**config.mk**
```make
export PLATFORM = sky130hd
export DESIGN_NAME = seq_divider_flat
export DESIGN_NICKNAME = d
export VERILOG_FILES = /design/src/rtl/seq_divider_if.sv /design/src/rtl/seq_divider.sv /design/src/flat_wrapper.sv
export SDC_FILE = /design/constraint.sdc
export NUM_CORES = 1
export LEC_CHECK = 0
export ABC_AREA = 1
export ABC_CLOCK_PERIOD_IN_PS = 4850
export CAP_MARGIN = 20
export CORE_ASPECT_RATIO = 1.25
export CORE_UTILIZATION = 25
export DETAILED_ROUTE_END_ITERATION = 12
export PLACE_DENSITY = 0.47
export SKIP_CTS_REPAIR_TIMING = 1
export SLEW_MARGIN = 40
export SYNTH_ARGS = -nofsm -noshare
export SYNTH_HDL_FRONTEND = slang
export SYNTH_SLANG_ARGS = --single-unit
```
**constraint.sdc**
```tcl
create_clock -name clk -period 4.85 [get_ports clk]
set_input_delay 0.7275 -clock clk [delete_from_list [all_inputs] [get_ports clk]]
set_output_delay 0.7275 -clock clk [all_outputs]
set_load 0.01 [all_outputs]
```
**src/rtl/seq_divider_if.sv**
```systemverilog
// Start/done handshake and operand/result bundle between the ALU and seq_divider.
interface seq_divider_if #(
  parameter int unsigned WIDTH = 32
);
  logic             start;
  logic             signed_op;
  logic [WIDTH-1:0] dividend;
  logic [WIDTH-1:0] divisor;
  logic             busy;
  logic             done;
  logic [WIDTH-1:0] quotient;
  logic [WIDTH-1:0] remainder;
  logic             div_by_zero;
  logic             overflow;

  modport master (
    output start, signed_op, dividend, divisor,
    input  busy, done, quotient, remainder, div_by_zero, overflow
  );

  modport slave (
    input  start, signed_op, dividend, divisor,
    output busy, done, quotient, remainder, div_by_zero, overflow
  );
endinterface

```
**src/rtl/seq_divider.sv**
```systemverilog
// Multi-cycle restoring divider, one quotient bit per cycle, start/done handshake.
// Define DIV_SIGNED_EN to build two's-complement support (sign handling, MIN/-1 overflow).
module seq_divider #(
  parameter int unsigned WIDTH = 32
) (
  input  logic         clk,
  input  logic         rst_n,
  seq_divider_if.slave bus
);

  localparam int unsigned CW = $clog2(WIDTH);

  typedef enum logic [1:0] {IDLE, CALC, FINISH} state_t;

  state_t           state_q, state_d;
  logic [WIDTH-1:0] quot_q, quot_d;
  logic [WIDTH-1:0] rem_q, rem_d;
  logic [WIDTH-1:0] dvsr_q, dvsr_d;
  logic [CW-1:0]    cnt_q, cnt_d;
  logic             negq_q, negq_d;
  logic             negr_q, negr_d;
  logic             dbz_q, dbz_d;
  logic             ovf_q, ovf_d;

  logic             busy_q, busy_d;
  logic             done_q, done_d;
  logic [WIDTH-1:0] qout_q, qout_d;
  logic [WIDTH-1:0] rout_q, rout_d;
  logic             dbzo_q, dbzo_d;
  logic             ovfo_q, ovfo_d;

  logic             a_neg, b_neg, ovf_case;
  logic [WIDTH-1:0] a_mag, b_mag;
  logic [WIDTH-1:0] qres, rres;
  logic [WIDTH:0]   shifted, trial;

`ifdef DIV_SIGNED_EN
  localparam logic [WIDTH-1:0] MIN = {1'b1, {(WIDTH-1){1'b0}}};

  always_comb begin
    a_neg    = bus.signed_op & bus.dividend[WIDTH-1];
    b_neg    = bus.signed_op & bus.divisor[WIDTH-1];
    a_mag    = a_neg ? -bus.dividend : bus.dividend;
    b_mag    = b_neg ? -bus.divisor  : bus.divisor;
    ovf_case = bus.signed_op && (bus.dividend == MIN) && (&bus.divisor);
    qres     = negq_q ? -quot_q : quot_q;
    rres     = negr_q ? -rem_q  : rem_q;
  end
`else
  logic unused_sign;
  assign unused_sign = ^{bus.signed_op, negq_q, negr_q};

  always_comb begin
    a_neg    = 1'b0;
    b_neg    = 1'b0;
    a_mag    = bus.dividend;
    b_mag    = bus.divisor;
    ovf_case = 1'b0;
    qres     = quot_q;
    rres     = rem_q;
  end
`endif

  // Partial remainder gains the next dividend bit; bit WIDTH of trial is its sign.
  assign shifted = {rem_q, quot_q[WIDTH-1]};
  assign trial   = shifted - {1'b0, dvsr_q};

  always_comb begin
    state_d = state_q;
    quot_d  = quot_q;
    rem_d   = rem_q;
    dvsr_d  = dvsr_q;
    cnt_d   = cnt_q;
    negq_d  = negq_q;
    negr_d  = negr_q;
    dbz_d   = dbz_q;
    ovf_d   = ovf_q;
    busy_d  = (state_q != IDLE);
    done_d  = 1'b0;
    qout_d  = qout_q;
    rout_d  = rout_q;
    dbzo_d  = dbzo_q;
    ovfo_d  = ovfo_q;

    unique case (state_q)
      IDLE: begin
        // busy/done lag the state by one cycle, so a start in the done cycle is refused here
        if (bus.start && !done_q) begin
          quot_d  = a_mag;
          dvsr_d  = b_mag;
          rem_d   = '0;
          cnt_d   = CW'(WIDTH - 1);
          negq_d  = a_neg ^ b_neg;
          negr_d  = a_neg;
          dbz_d   = 1'b0;
          ovf_d   = 1'b0;
          state_d = CALC;
          if (bus.divisor == '0) begin
            quot_d  = '1;
            rem_d   = bus.dividend;
            negq_d  = 1'b0;
            negr_d  = 1'b0;
            dbz_d   = 1'b1;
            state_d = FINISH;
          end else if (ovf_case) begin
            quot_d  = bus.dividend;
            rem_d   = '0;
            negq_d  = 1'b0;
            negr_d  = 1'b0;
            ovf_d   = 1'b1;
            state_d = FINISH;
          end
        end
      end
      CALC: begin
        quot_d = {quot_q[WIDTH-2:0], ~trial[WIDTH]};
        rem_d  = trial[WIDTH] ? shifted[WIDTH-1:0] : trial[WIDTH-1:0];
        if (cnt_q == '0) begin
          state_d = FINISH;
        end else begin
          cnt_d = cnt_q - 1'b1;
        end
      end
      FINISH: begin
        qout_d  = qres;
        rout_d  = rres;
        dbzo_d  = dbz_q;
        ovfo_d  = ovf_q;
        done_d  = 1'b1;
        state_d = IDLE;
      end
      default: state_d = IDLE;
    endcase
  end

  always_ff @(posedge clk or negedge rst_n) begin
    if (!rst_n) begin
      state_q <= IDLE;
      quot_q  <= '0;
      rem_q   <= '0;
      dvsr_q  <= '0;
      cnt_q   <= '0;
      negq_q  <= 1'b0;
      negr_q  <= 1'b0;
      dbz_q   <= 1'b0;
      ovf_q   <= 1'b0;
      busy_q  <= 1'b0;
      done_q  <= 1'b0;
      qout_q  <= '0;
      rout_q  <= '0;
      dbzo_q  <= 1'b0;
      ovfo_q  <= 1'b0;
    end else begin
      state_q <= state_d;
      quot_q  <= quot_d;
      rem_q   <= rem_d;
      dvsr_q  <= dvsr_d;
      cnt_q   <= cnt_d;
      negq_q  <= negq_d;
      negr_q  <= negr_d;
      dbz_q   <= dbz_d;
      ovf_q   <= ovf_d;
      busy_q  <= busy_d;
      done_q  <= done_d;
      qout_q  <= qout_d;
      rout_q  <= rout_d;
      dbzo_q  <= dbzo_d;
      ovfo_q  <= ovfo_d;
    end
  end

  assign bus.busy        = busy_q;
  assign bus.done        = done_q;
  assign bus.quotient    = qout_q;
  assign bus.remainder   = rout_q;
  assign bus.div_by_zero = dbzo_q;
  assign bus.overflow    = ovfo_q;

endmodule

```
**src/flat_wrapper.sv**
```systemverilog
// flat-port wrapper written by rule: the top's interface ports become plain ports
module seq_divider_flat 
#(
  parameter int unsigned WIDTH = 32
)
  (clk, rst_n, bus_start, bus_signed_op, bus_dividend, bus_divisor, bus_busy, bus_done, bus_quotient, bus_remainder, bus_div_by_zero, bus_overflow);
  seq_divider_if #(.WIDTH(WIDTH)) bus_i ();
  input  logic clk;
  input  logic rst_n;
  input wire logic [$bits(bus_i.start)-1:0] bus_start;
  input wire logic [$bits(bus_i.signed_op)-1:0] bus_signed_op;
  input wire logic [$bits(bus_i.dividend)-1:0] bus_dividend;
  input wire logic [$bits(bus_i.divisor)-1:0] bus_divisor;
  output wire logic [$bits(bus_i.busy)-1:0] bus_busy;
  output wire logic [$bits(bus_i.done)-1:0] bus_done;
  output wire logic [$bits(bus_i.quotient)-1:0] bus_quotient;
  output wire logic [$bits(bus_i.remainder)-1:0] bus_remainder;
  output wire logic [$bits(bus_i.div_by_zero)-1:0] bus_div_by_zero;
  output wire logic [$bits(bus_i.overflow)-1:0] bus_overflow;
  assign bus_i.start = bus_start;
  assign bus_i.signed_op = bus_signed_op;
  assign bus_i.dividend = bus_dividend;
  assign bus_i.divisor = bus_divisor;
  assign bus_busy = bus_i.busy;
  assign bus_done = bus_i.done;
  assign bus_quotient = bus_i.quotient;
  assign bus_remainder = bus_i.remainder;
  assign bus_div_by_zero = bus_i.div_by_zero;
  assign bus_overflow = bus_i.overflow;
  seq_divider #(.WIDTH(WIDTH)) u_core (.clk(clk), .rst_n(rst_n), .bus(bus_i));
endmodule
```
**I/O nets highlighted**

(2 px per um)
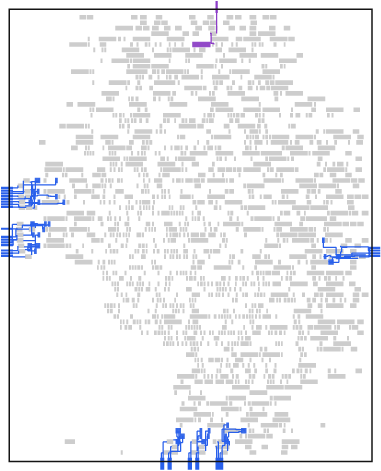
color	port	direction	end cells	wire
purple	bus_done	output	1	19.1 um
blue	bus_divisor	input	40	643 um

==> reports/metrics.yaml <==
avgViaCountPerCell: 4.45
yosys_cells: 1385
xor_share_pct: 1.58
crit_chain: "clkdlybuf4s50_1 > nor4_1 > buf_4 > nand4_1 > nor2_2 > nand2_2 > buf_4 > nand2_1 > buf_4 > o21ai_0 > a21oi_1"
buffers: 143
clk_pin_slew_ps: 80
worst_pin_slew_ps: 750
dp.final_hpwl_mm: 24.3
max_stage_delay_ps: 580
ys_types: 38
cts_tree: "yes"
ys_area_mm2: 0.00997
synthAoiAreaFrac_pct: 13.8
cts_max_level: 4
hold_ws_ps: 258
postPlaceCellArea_mm2: 0.0118
mostFrequentLayoutCells: "nand2_1, inv_1, dfrtp_1"
status: "finished, final reports clean"
yosysWarnings: 0
num_io_pins: 136
cp_max_fo: 29
yosysSeqAreaShare_pct: 42.9
clk_latency_ps: 460
clkbuf_count: 18
grt_pass1_vias: 8845
comb_share_pct: 37.2
synth_nets: 1488
synthCells: 1385
num_rows: 81
end_kind: "flop"
finClkSkew_ps: 14.0
**Metal 3**

(1.5 px per um) Cells faint in the background.
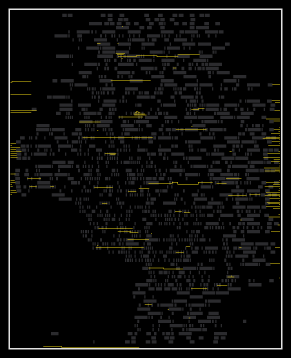
share of all routed wire	2.9%
wire length on this layer	922 um
main direction	horizontal
nets with wire on the layer	102

==> power by group <==
group / internal (mW) / total (mW) / switching (mW)
Combinational: 2.38 / 6.56 / 4.17
Clock: 0.877 / 1.54 / 0.658
Sequential: 2.12 / 2.57 / 0.451
==> synthesized netlist by cell type <==
cell | instances | share of area, %
nand2_1 | 445 | 17
inv_1 | 215 | 8.1
dfrtp_1 | 171 | 43
o21ai_0 | 109 | 5.5
nor2_1 | 99 | 3.7
a21oi_1 | 59 | 3.0
nand3_1 | 58 | 2.9
clkbuf_1 | 37 | 1.4
ha_1 | 34 | 4.3
o22ai_1 | 31 | 1.9
a22oi_1 | 18 | 1.4
xor2_1 | 17 | 1.5
nor4_1 | 9 | 0.56
inv_2 | 8 | 0.30
nand4_1 | 8 | 0.50
nand2_4 | 7 | 0.79
o21bai_1 | 7 | 0.53
a21oi_2 | 6 | 0.53
buf_1 | 5 | 0.19
nand2_2 | 5 | 0.31
buf_2 | 4 | 0.20
o211ai_1 | 4 | 0.30
buf_4 | 3 | 0.23
buf_6 | 3 | 0.34
nand3b_1 | 3 | 0.23
o2111ai_1 | 3 | 0.26
a21o_1 | 2 | 0.15
nand3_2 | 2 | 0.20
nor2_2 | 2 | 0.13
nor2_4 | 2 | 0.23
nor3_1 | 2 | 0.10
a21oi_4 | 1 | 0.16
a221oi_1 | 1 | 0.088
a31oi_1 | 1 | 0.063
clkinv_1 | 1 | 0.038
conb_1 | 1 | 0.038
fa_1 | 1 | 0.20
xnor2_1 | 1 | 0.088
==> cell families after synthesis <==
| group | after synthesis |
|---|---|
| AND-OR/OR-AND | 242 |
| flip-flops | 171 |
| XOR/XNOR | 18 |
| other | 1 |
| AND/OR/NAND/NOR | 642 |
| adder cells (fa/ha/maj) | 35 |
| buffers and inverters | 276 |
==> path summary, 6_finish.rpt <==
check                                                       endpoint  cells after the start  slack [ps]                                 from
worst max-delay path                    u_core.rem_q[22]$_DFFE_PN0P_                     11        1700                       bus_divisor[0]
worst min-delay path                   u_core.dvsr_q[12]$_DFFE_PN0P_                      1         260                                rst_n
worst max register to register          u_core.rem_q[25]$_DFFE_PN0P_                     17        1940          u_core.qres[31]$_DFFE_PN0P_
worst min register to register   u_core.bus.quotient[22]$_DFFE_PN0P_                      2         480  u_core.bus.quotient[22]$_DFFE_PN0P_
max in group asynchronous       u_core.bus.remainder[14]$_DFFE_PN0P_                      2        3660                                rst_n
min in group clk                 u_core.bus.quotient[22]$_DFFE_PN0P_                      2         480  u_core.bus.quotient[22]$_DFFE_PN0P_
==> routing by layer <==
metal  track usage [%]  vias up  share of wire (%)
li1                  -     4582                  -
met1              20.3     4150                 46
met2              28.3      167                 49
met3              2.23       29                2.9
met4              5.90        0                2.1
met5                 0        -                  0
==> sequential cells by signal, summed over array words and instances, names as in the netlist <==
name / cells
u_core.bus.busy: 1
u_core.bus.div_by_zero: 1
u_core.bus.done: 1
u_core.bus.quotient: 32
u_core.bus.remainder: 32
u_core.cnt_q: 5
u_core.dbz_q: 1
u_core.dvsr_q: 32
u_core.qres: 32
u_core.rem_q: 32
u_core.state_q: 2
Power is estimated from default activity; no workload was simulated.
